Run 1, cell outlines without signal wires:
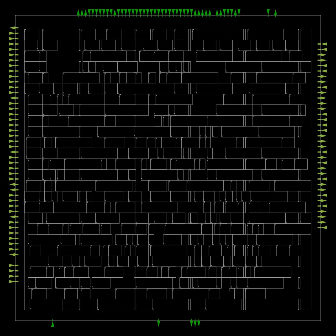
Run 1, metal layers overlaid:
Scale: 4 px per µm. Two of the layers only.
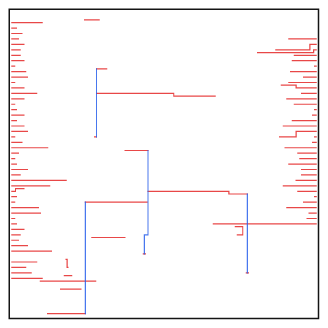
Run 1, port wiring:
Scale: 6 px per µm.
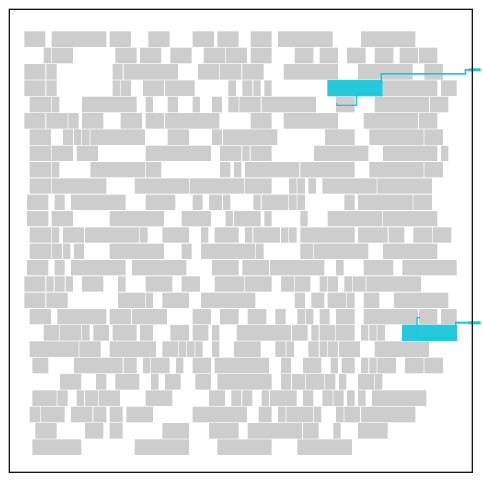
===== src/rtl/exp_sched_pkg.sv =====
// Shared types and widths for the exponential-unit scheduler.
package exp_sched_pkg;

    // Operand handed to the exponential unit
    localparam int X_W    = 16;
    // Result integer and fractional parts returned by the unit
    localparam int INT_W  = 2;
    localparam int FRAC_W = 16;

    // Job sequencing: pick a requester, kick the unit, wait, deliver
    typedef enum logic [1:0] {
        ST_IDLE  = 2'd0,
        ST_START = 2'd1,
        ST_WAIT  = 2'd2,
        ST_RESP  = 2'd3
    } state_t;

endpackage


===== src/rtl/rr_picker.sv =====
// Round-robin picker: first set request at ptr, ptr+1, ... wrapping modulo N_REQ.
module rr_picker #(
    parameter int N_REQ = 4,
    parameter int IDX_W = $clog2(N_REQ)
) (
    input  logic [N_REQ-1:0] req,
    input  logic [IDX_W-1:0] ptr,
    output logic [N_REQ-1:0] grant,
    output logic [IDX_W-1:0] index,
    output logic             any
);

    // Slot k positions past the pointer; ptr is always kept below N_REQ.
    function automatic logic [IDX_W-1:0] slot(input logic [IDX_W-1:0] base, input int k);
        int s;
        s = int'(base) + k;
        if (s >= N_REQ) begin
            s = s - N_REQ;
        end
        return IDX_W'(s);
    endfunction

    // Scan from the pointer and keep only the first hit.
    always_comb begin
        grant = '0;
        index = '0;
        any   = 1'b0;
        for (int k = 0; k < N_REQ; k++) begin
            if (!any && req[slot(ptr, k)]) begin
                any                 = 1'b1;
                index               = slot(ptr, k);
                grant[slot(ptr, k)] = 1'b1;
            end
        end
    end

endmodule


===== src/rtl/exp_scheduler.sv =====
// Shares one exponential unit among N_REQ requesters, one job at a time,
// with round-robin arbitration and a WAIT timeout that returns an error.
module exp_scheduler
    import exp_sched_pkg::*;
#(
    parameter int N_REQ   = 4,
    parameter int TIMEOUT = 255
) (
    input  logic                   clk,
    input  logic                   rst,
    input  logic [N_REQ-1:0]       req,
    input  logic [X_W*N_REQ-1:0]   req_x,
    output logic [N_REQ-1:0]       ack,
    output logic [N_REQ-1:0]       rsp_valid,
    output logic [INT_W-1:0]       rsp_intpart,
    output logic [FRAC_W-1:0]      rsp_fracpart,
    output logic                   rsp_err,
    output logic                   exp_start,
    output logic [X_W-1:0]         exp_x,
    input  logic                   exp_done,
    input  logic [INT_W-1:0]       exp_intpart,
    input  logic [FRAC_W-1:0]      exp_fracpart
);

    localparam int IDX_W = $clog2(N_REQ);
    // One spare bit so the incremented count can reach TIMEOUT without wrapping
    localparam int CNT_W = $clog2(TIMEOUT + 1) + 1;

    state_t             state_q, state_d;
    logic [IDX_W-1:0]   id_q, id_d;
    logic [IDX_W-1:0]   ptr_q, ptr_d;
    logic [X_W-1:0]     x_q, x_d;
    logic [CNT_W-1:0]   cnt_q, cnt_d;
    logic [N_REQ-1:0]   ack_q, ack_d;
    logic               start_q, start_d;
    logic [N_REQ-1:0]   rv_q, rv_d;
    logic               err_q, err_d;
    logic [INT_W-1:0]   ip_q, ip_d;
    logic [FRAC_W-1:0]  fp_q, fp_d;

    logic [N_REQ-1:0]   pick_grant;
    logic [IDX_W-1:0]   pick_idx;
    logic               pick_any;
    logic [X_W-1:0]     sel_x;
    logic [N_REQ-1:0]   id_onehot;
    logic [CNT_W-1:0]   cnt_nxt;
    logic               tmo_hit;

    rr_picker #(
        .N_REQ (N_REQ),
        .IDX_W (IDX_W)
    ) u_picker (
        .req   (req),
        .ptr   (ptr_q),
        .grant (pick_grant),
        .index (pick_idx),
        .any   (pick_any)
    );

    // Operand of the requester the picker chose this cycle.
    always_comb begin
        sel_x = '0;
        for (int i = 0; i < N_REQ; i++) begin
            if (pick_idx == IDX_W'(i)) begin
                sel_x = req_x[X_W*i +: X_W];
            end
        end
    end

    // Owner of the running job as a one-hot vector for the response pulse.
    always_comb begin
        id_onehot = '0;
        for (int i = 0; i < N_REQ; i++) begin
            if (id_q == IDX_W'(i)) begin
                id_onehot[i] = 1'b1;
            end
        end
    end

    assign cnt_nxt = cnt_q + CNT_W'(1);
    assign tmo_hit = (cnt_nxt == CNT_W'(TIMEOUT));

    // Next-state and next-output logic; every output is registered so the
    // pulses line up: ack during START, exp_start on the first WAIT cycle,
    // rsp_valid during RESP.
    always_comb begin
        state_d = state_q;
        id_d    = id_q;
        ptr_d   = ptr_q;
        x_d     = x_q;
        cnt_d   = cnt_q;
        ack_d   = '0;
        start_d = 1'b0;
        rv_d    = '0;
        err_d   = 1'b0;
        ip_d    = ip_q;
        fp_d    = fp_q;

        case (state_q)
            ST_IDLE: begin
                if (pick_any) begin
                    id_d    = pick_idx;
                    x_d     = sel_x;
                    ack_d   = pick_grant;
                    state_d = ST_START;
                end
            end
            ST_START: begin
                cnt_d   = '0;
                start_d = 1'b1;
                state_d = ST_WAIT;
            end
            ST_WAIT: begin
                cnt_d = cnt_nxt;
                // A completion arriving on the timeout cycle still counts as success
                if (exp_done) begin
                    ip_d    = exp_intpart;
                    fp_d    = exp_fracpart;
                    err_d   = 1'b0;
                    rv_d    = id_onehot;
                    state_d = ST_RESP;
                end else if (tmo_hit) begin
                    ip_d    = '0;
                    fp_d    = '0;
                    err_d   = 1'b1;
                    rv_d    = id_onehot;
                    state_d = ST_RESP;
                end
            end
            ST_RESP: begin
                // Owner moves to the back of the queue
                if (id_q == IDX_W'(N_REQ - 1)) begin
                    ptr_d = '0;
                end else begin
                    ptr_d = id_q + IDX_W'(1);
                end
                state_d = ST_IDLE;
            end
            default: begin
                state_d = ST_IDLE;
            end
        endcase
    end

    // State and output registers; reset aborts any job in flight.
    always_ff @(posedge clk or posedge rst) begin
        if (rst) begin
            state_q <= ST_IDLE;
            id_q    <= '0;
            ptr_q   <= '0;
            x_q     <= '0;
            cnt_q   <= '0;
            ack_q   <= '0;
            start_q <= 1'b0;
            rv_q    <= '0;
            err_q   <= 1'b0;
            ip_q    <= '0;
            fp_q    <= '0;
        end else begin
            state_q <= state_d;
            id_q    <= id_d;
            ptr_q   <= ptr_d;
            x_q     <= x_d;
            cnt_q   <= cnt_d;
            ack_q   <= ack_d;
            start_q <= start_d;
            rv_q    <= rv_d;
            err_q   <= err_d;
            ip_q    <= ip_d;
            fp_q    <= fp_d;
        end
    end

    assign ack          = ack_q;
    assign exp_start    = start_q;
    assign exp_x        = x_q;
    assign rsp_valid    = rv_q;
    assign rsp_err      = err_q;
    assign rsp_intpart  = ip_q;
    assign rsp_fracpart = fp_q;

endmodule


===== config.mk =====
export PLATFORM = sky130hd
export DESIGN_NAME = exp_scheduler
export DESIGN_NICKNAME = d
export VERILOG_FILES = /design/src/rtl/exp_sched_pkg.sv /design/src/rtl/rr_picker.sv /design/src/rtl/exp_scheduler.sv
export SDC_FILE = /design/constraint.sdc
export NUM_CORES = 1
export LEC_CHECK = 0
export CAP_MARGIN = 20
export CORE_MARGIN = 2
export CORE_UTILIZATION = 65
export CTS_BUF_LIST = sky130_fd_sc_hd__clkbuf_2 sky130_fd_sc_hd__clkbuf_4 sky130_fd_sc_hd__clkbuf_8
export CTS_CLUSTER_DIAMETER = 40
export DETAILED_ROUTE_END_ITERATION = 10
export DONT_BUFFER_PORTS = 1
export PLACE_DENSITY = 0.81
export SYNTH_ARGS = -nofsm -noshare
export SYNTH_HDL_FRONTEND = slang
export SYNTH_SLANG_ARGS = --single-unit

===== constraint.sdc =====
create_clock -name clk -period 7.1 [get_ports clk]
set_input_delay 1.42 -clock clk [delete_from_list [all_inputs] [get_ports clk]]
set_output_delay 1.42 -clock clk [all_outputs]
set_load 0.05 [all_outputs]

==> results.txt, run 1 <==
Flow results.

- The flow ran to the end, and the final reports show no timing, DRC or antenna violations.
- Data on the critical path is required at its endpoint by 7.32 ns.
- The worst path uses 53.2% of the clock period.
- The number of diodes added for antenna fixing is 0.
- The half-perimeter wire length after detailed placement is 5.05 mm.
- In this run, placement finished with an instance count of 379.
- The endpoint kind of the worst setup timing path is a flop.
- Once layout is complete, the cells apart from fillers number 396.
- In the Yosys report, the sequential cells make up 42.7% of the chip area.
- Sorting the synthesis cell report by count puts at the top sky130_fd_sc_hd__dfrtp_1.
- TritonCTS built the clock tree.
- The clock arrives with 0.00536 ns of skew.
- Subtracting the final worst setup slack from the clock period gives 3.78 ns.
- The area inside the core boundary is 5110 µm².
- The startpoint kind of the worst setup timing path is a flop.
- On met3, the global router reports a usage of 6.82%.
- The global routing report lists combined usage of all routing layers as 23.8%.
- The run reported a max-capacitance violation count of 0.
- The analysis reports a worst IR drop on VDD of 485 µV.
- For the completed layout, the total cell area is recorded as 3640 µm².
- The setup total negative slack is 0 ns.
- Synthesis handed over a netlist of 332 instances.
- The warning tally printed by Yosys for this design is 0.
- The number of remaining DRC errors is 0.
- The average instance area after synthesis is 10.4 µm².
- The most area-hungry cell type in the Yosys netlist is sky130_fd_sc_hd__dfrtp_1.
- The clock passes through at most 2 buffers.
- The detailed router placed 2504 vias in this run.
- Summed over all layers, the global routing overflow is 0.
- The number of different library cells used by synthesis comes to 42.
- The total number of H-tree levels is 3.
- For this design the top-level I/O count stands at 133.
- By count the netlist is led by sky130_fd_sc_hd__dfrtp_1, sky130_fd_sc_hd__mux2i_1, sky130_fd_sc_hd__nor2_1.
- The main area contributors are sky130_fd_sc_hd__dfrtp_1, sky130_fd_sc_hd__mux2i_1, sky130_fd_sc_hd__ha_1.
- The met2 usage in global routing is 39.6%.
- The completed layout was analyzed and its total power is 2.02 mW.
- The die is 76.9 µm tall.
- The final hold slack is 0.546 ns.
- Once the floorplan was initialized, standard cells occupied 67.7% of the core.
- The post-detailed-placement cell area is 3430 µm².
- The number of nets in the synthesized netlist is 438.
- The number of buffers inserted by post-CTS setup repair is 0.
- The area reported by Yosys stat is 3460 µm².
- Setup slack closes at 3.32 ns.
- The global router reports that the layer with the highest usage is met2.
- The main flop type after synthesis is sky130_fd_sc_hd__dfrtp_1.
- Across all stage logs, warnings added up to 39.
- The worst hold path belongs to the class flop to flop.
- Per the gpl log, the routability congestion estimate is 0.764.
- The data arrival time reported for the critical path is 4.00 ns.
- The horizontal die dimension reported for this design is 76.9 µm.
- The CTS report gives the tree buffer count as 9.
- The initial antenna violation count is 0.
- The buffer_ports step reported a buffer count of 0.
- Summed over all cells, the static leakage comes to 1.65 nW.
- The slew check shows that the tightest pin keeps a relative margin of 44.9%.
- Per the detail_route log, the uppermost layer with routed signals is met4.
- Per the Yosys statistics, synthesis produced 332 cells.
- The highest achievable clock rate is 0.265 GHz.
- The number of iterations in the first detailed-routing pass is 4.
- In this run, post-CTS repair resized a total of 0 instances.
- Setup repair after global routing left no endpoint under its margin.
- Counting flops and latches in the post-synthesis netlist gives 59.
- The dominant kind of combinational cell is AND-OR/OR-AND gates.
- The via count of the first global-routing pass is 2336.
- The pre-CTS setup check shows a worst slack of 3.19 ns.
- Clock tree synthesis selected as its root buffer the cell sky130_fd_sc_hd__clkbuf_8.
- Looking at the critical path, the highest net fanout was 33.
- The routed metal-1 wirelength is 2.97 mm.
- The routed design uses 499 µm of met3 wire.
- Looking at the max-slew report, the worst-margin pin has a slew of 0.827 ns.
- Entering global routing, the biggest net connects 60 pins.
- Per the synthesis report, the single largest cell type by area occupies 42.7% of cell area.
- According to the CTS report, the clock sink count is 59.
- Global routing used 29.4% of the available met1 tracks.
- The cell-mix breakdown from Yosys lists the XOR/XNOR area share as 0.760%.
- Counting flops with a built-in enable in the synthesized netlist gives 0.
- The first global-routing pass estimated 11.2 mm of wire.
- The chip area is 5920 µm².
- Endpoints failing hold in the final report were tallied at 0.
- The final-report setup violation count is 0.
- The report puts the hold buffer count at CTS at 0.
- The simple-gate share of the synthesized area is 12.4%.
- In this run, the synthesized area fraction spent on adder and majority cells is recorded as 6.15%.
- The via density per instance is 6.32.
- After synthesis, the share of flip-flops with an asynchronous set or reset is 100%.
- Compared with the post-synthesis result, the final layout area differs by 5.17%.
- The cell area after synthesis is 3460 µm².
- The post-synthesis mux area share is 14.3%.
- The final tally of max-slew violations is 0.
- The later pin in the worst-skew pair is clocked with a latency of 0.34 ns.
- The clock-pin slew on the worst setup and hold paths is 0.07 ns.
- The met2 routed wirelength is 3.35 mm.
- The layout cell share with drive strength beyond 1 is 10.7%.
- The iteration-0 DRC count of the detailed router is 81.
- The remaining number of nets flagged by the antenna check after routing is 0.
- The script computed a power per unit cell area of 555 nW/µm².
- The critical path is of the flop to flop type.
- The utilization of the core after routing is 71.2%.
- The count of nets after finishing is 427.
- After Yosys synthesis, AND-OR and OR-AND compound gates account for 17.5% of the synthesized area.
-- 'cell outlines without signal wires' (at the start) --
number of rows in the core area: 26
filler instances: 403

-- 'metal layers overlaid' (at the start) --
legend:
  blue:
    layer: metal 4
    wire_length: 91.4 µm
  red:
    layer: metal 3
    wire_length: 499 µm
total wire length: 6.91 mm
post-detailed-route wirelength per cell: 17.4 µm

-- 'port wiring' (at the start) --
legend:
  cyan:
    port: rsp_intpart
    direction: output
    edge: right
    end_cells: 2
    wire: 40.0 µm

[run 1: layout make-up]
cell class	instances	area (µm²)	area share [%]
flip-flops and latches	59	1480	40.6
multi-input cells	229	1780	48.8
inverters	18	67.6	1.86
well taps	70	87.6	2.41
clock inverters	7	76.3	2.10
repair buffers	4	30.0	0.826
clock buffers	9	124	3.41
[run 1: power breakdown]
| group | leakage [nW] | internal [mW] | switching [mW] | total [mW] |
|---|---|---|---|---|
| registers | 0.757 | 0.460 | 0.494 | 0.954 |
| clock network | 0.0962 | 0.164 | 0.138 | 0.302 |
| logic | 0.795 | 0.341 | 0.421 | 0.762 |
[run 1: path summary, 6_finish.rpt]
kind | startpoint | cells after the start | slack [ns] | end
worst max register to register | ptr_q[0] | 8 | 3.32 | exp_x[15]
worst min-delay path | cnt_q[5] | 1 | 0.55 | cnt_q[5]
max in group asynchronous | rst | 2 | 5.46 | rsp_fracpart[11]
worst max-delay path | ptr_q[0] | 8 | 3.32 | exp_x[15]
min in group asynchronous | rst | 2 | 1.16 | rsp_fracpart[5]
worst min register to register | cnt_q[5] | 1 | 0.55 | cnt_q[5]
[run 1: cell usage in the layout (no fill, tap or decap), drive strengths merged, types with 9 or more instances in the layout]
master,count
dfrtp,59
mux2i,37
nor2,32
nand2,20
nor3,20
inv,20
a22o,18
ha,17
a221o,16
o21ai,10
clkbuf,9
[run 1: worst max-delay path, cell delays in order (launching register included)]
cell and delay (ns):
sky130_fd_sc_hd__dfrtp_1 0.72, sky130_fd_sc_hd__inv_1 0.22, sky130_fd_sc_hd__ha_1 0.52, sky130_fd_sc_hd__mux4_2 0.44
sky130_fd_sc_hd__or3_4 0.44, sky130_fd_sc_hd__o21ai_4 0.48, sky130_fd_sc_hd__buf_4 0.40, sky130_fd_sc_hd__nor2_1 0.10
sky130_fd_sc_hd__a221o_1 0.33
==> run 2: changes to the inputs <==
- clock period: 7.1 -> 3.5 ns (I/O delays scaled with it)
Run 2, sequential cells colored by netlist name:
Scale: 8 px per µm. Other sequential cells in the stronger gray, the rest of the logic in the fainter gray.
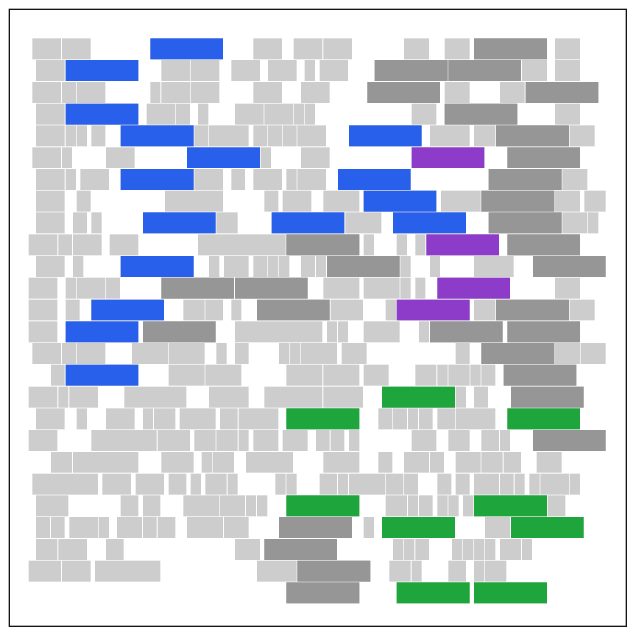
legend:
  blue:
    signal: exp_x
    placed_flops: 16
  green:
    signal: cnt_q
    placed_flops: 9
  purple:
    signal: rsp_valid
    placed_flops: 4
    where: middle right
not colored: 30

Run 2, metal layers overlaid:
Scale: 4 px per µm. Two of the layers only.
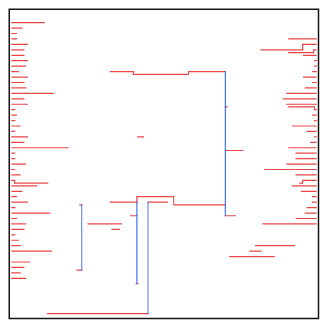
legend:
  blue:
    layer: metal 4
    wire_length: 101 µm
  red:
    layer: metal 3
    wire_length: 463 µm
post-detailed-route wirelength per cell: 17.3 µm
total via count after detailed routing: 2509
total routing usage reported by global routing: 23.6%
total wire length: 6.90 mm

==> run 2 against run 1 <==
Register-to-register slack got worse by 2.8 ns. Critical endpoint is now exp_x[1]. Highest routed layer unchanged. Largest power group unchanged. Clock power rose by 120%. Worst hold slack got worse by 0.11 ns. Die area did not move. Utilization rose by 1.3 points.
==> results.txt, run 2 <==
Flow results.

- The overflow left after global routing is 0.
- The classification of the worst-slack hold path is primary input to flop.
- The number of buffers and inverters on the critical path is 2.
- The number of synthesized register bits is 59.
- The total number of placement rows is 26.
- The main flop type after synthesis is sky130_fd_sc_hd__dfrtp_1.
- The share of the clock period used by the worst path is 85.2%.
- Counting the fill cells in the layout gives 383.
- The synthesized net count is 438.
- The required time of the critical path is 3.71 ns.
- The highest achievable clock rate is 0.335 GHz.
- The cell leakage power is 1.69 nW.
- The wire length of the first global-routing pass is 11.2 mm.
- The chip area is 5920 µm².
- The last timing report of the flow puts the setup violation total at 0.
- TritonRoute reported its final design rule violation total as 0.
- For this configuration, the core starts out at a cell density of 67.7%.
- The run finished with clean final reports.
- The startpoint identified for the worst hold timing path is exp_done.
- For the pin with the worst max-slew slack, the measured transition is 0.698 ns.
- Of the cells placed in the final design, the portion with a size suffix greater than 1 is 11.6%.
- The cell type group with the largest total delay on the critical path is AND-OR/OR-AND gates.
- The number of flops mapped to enable cells by yosys is 0.
- The most common cell in the netlist is sky130_fd_sc_hd__dfrtp_1.
- The synthesized netlist has a Yosys-reported chip area of 3460 µm².
- According to the report, the first pass of detailed routing completed in 4 iterations.
- The cell-mix breakdown from Yosys lists the XOR/XNOR area share as 0.760%.
- The slack of the worst reg-to-reg path is 0.52 ns.
- The placement report lists the number of port buffers as 0.
- The clock tree synthesis step divided the H-tree into 3 levels.
- Per the OpenROAD floorplan log, the width of the die is 76.9 µm.
- The synthesis report gives the async set-or-reset register share as 100%.
- Synthesis produced 332 cells.
- The dominant kind of combinational cell is AND-OR/OR-AND gates.
- The startpoint of the most critical register-to-register path is ptr_q[1].
- In the power breakdown, the internal column shows 2.11 mW.
- Post-CTS repair changed the size of 0 cells.
- Logged for this run, the post-placement worst setup slack is 0.544 ns.
- The root buffer cell is sky130_fd_sc_hd__clkbuf_8.
- The area inside the core boundary is 5110 µm².
- Along the worst hold path, the cell count comes to 1.
- The setup clock skew after layout is 0.00844 ns.
- Counting along the longest clock path gives a buffer depth of 2.
- The number of clock buffers added by TritonCTS is 9.
- The part of the total power dissipated in combinational logic is 39.4%.
- Among logic cells in the layout, the one with the most instances is sky130_fd_sc_hd__dfrtp_1.
- The top cell types in the final layout, fill and taps aside, are sky130_fd_sc_hd__dfrtp_1, sky130_fd_sc_hd__mux2i_1, sky130_fd_sc_hd__nor2_1.
- Ranked by total cell area, the synthesized netlist is headed by sky130_fd_sc_hd__dfrtp_1, sky130_fd_sc_hd__mux2i_1, sky130_fd_sc_hd__ha_1.
- The top-level I/O count is 133.
- The iteration-0 DRC count of the detailed router is 128.
- The synthesized netlist devotes 17.5% of its cell area to compound gates.
- Along the worst path, the maximum fanout reaches 18.
- Yosys printed 0 warnings.
- The clock-pin slew on the worst setup and hold paths is 0.07 ns.
- The launch point of the worst path is ptr_q[1].
- The number of clock sinks is 59.
- The half-perimeter wire length after detailed placement is 4.96 mm.
- Dividing the synthesized area by the synthesized cell count gives 10.4 µm².
- The sink of the worst hold path is rsp_err.
- In this run the maximum-capacitance check reported violations numbering 0.
- The part of the Yosys area used for sequential elements is 42.7%.
- Between the synthesized netlist and the finished layout, the area growth was recorded as 7.16%.
- The count of cell instances traversed by the critical path is 8.
- The worst setup path is captured at a flop.
- The number of buffers inserted by post-CTS setup repair is 0.
- The most area-hungry cell type in the Yosys netlist is sky130_fd_sc_hd__dfrtp_1.
- The initial antenna violation count is 0.
- The critical path goes through inv_1, ha_1, mux4_2, or4_4, a31oi_4, buf_12, nor3_1, a221o_1.
- OpenROAD emitted warnings numbering 39.
- The via count of the first global-routing pass is 2361.
- The synthesized netlist was found by Yosys to have 332 cells.
- The reg-to-reg endpoint is exp_x[1].
- The data arrival time of the critical path is 3.20 ns.
- Summed over its instances, the top area cell type makes up 42.7% of the synthesized netlist area.
- The switching share of total power is 50.4%.
- The cell area after synthesis is 3460 µm².
- The tally of unique sky130hd cells used after synthesis is 42.
- The final hold violation count recorded for this run is 0.
- The setup total negative slack is 0 ns.
[run 2: cell types whose count changed in the layout (fill, tap and decap cells not counted), sizes merged]
| cell | delta |
|---|---|
| buf | +3 |
| inv | -2 |
| bufinv | +1 |
| clkbuf | +1 |
| clkinv | +1 |
| clkinvlp | -1 |
[run 2: power groups by stage]
stage | Combinational (mW) | Sequential [mW] | Clock (mW)
5_1_grt | 1.86 | 1.93 | 0.728
3_5_place_dp | 1.66 | 1.91 | 0
6_report | 1.67 | 1.90 | 0.674
3_3_place_gp | 1.61 | 1.90 | 0
2_1_floorplan | 1.43 | 1.85 | 0
4_1_cts | 1.68 | 1.90 | 0.690
[run 2: final cells by class]
type	count	area, µm²	area share (%)
Clock buffer	10	131	3.54
Tap cell	70	87.6	2.36
Sequential cell	59	1480	39.8
Timing Repair Buffer	7	77.6	2.09
Inverter	18	67.6	1.82
Clock inverter	6	90.1	2.43
Multi-Input combinational cell	229	1780	47.9
[run 2: per-layer routing]
layer | track usage, % | vias to the layer above | routed length [µm] | part of all wire, %
met5 | 0 | - | 0 | 0
met2 | 38.9 | 113 | 3390 | 49
met3 | 6.59 | 12 | 462 | 6.7
met4 | 7.09 | 0 | 100 | 1.4
li1 | - | 1201 | - | -
met1 | 30.4 | 1183 | 2950 | 43
[run 2: cell families after synthesis]
logic type	count (synthesis)
AOI/OAI and AO/OA	73
adders and majority gates	17
muxes	44
xor gates and xnor gates	3
DFF	59
buffers and inverters	44
and+or+nand+nor	92
[run 2: per-stage QoR]
stage / hold slack (ns) / instance area (µm²)
after floorplan: 0.495 / 3460
after global placement: 0.518 / 3480
after detailed placement: 0.533 / 3480
after CTS: 0.422 / 3710
after global routing: 0.416 / 3710
final: 0.437 / 3710
Power figures rest on the tool's default switching activity, not on a simulated workload.
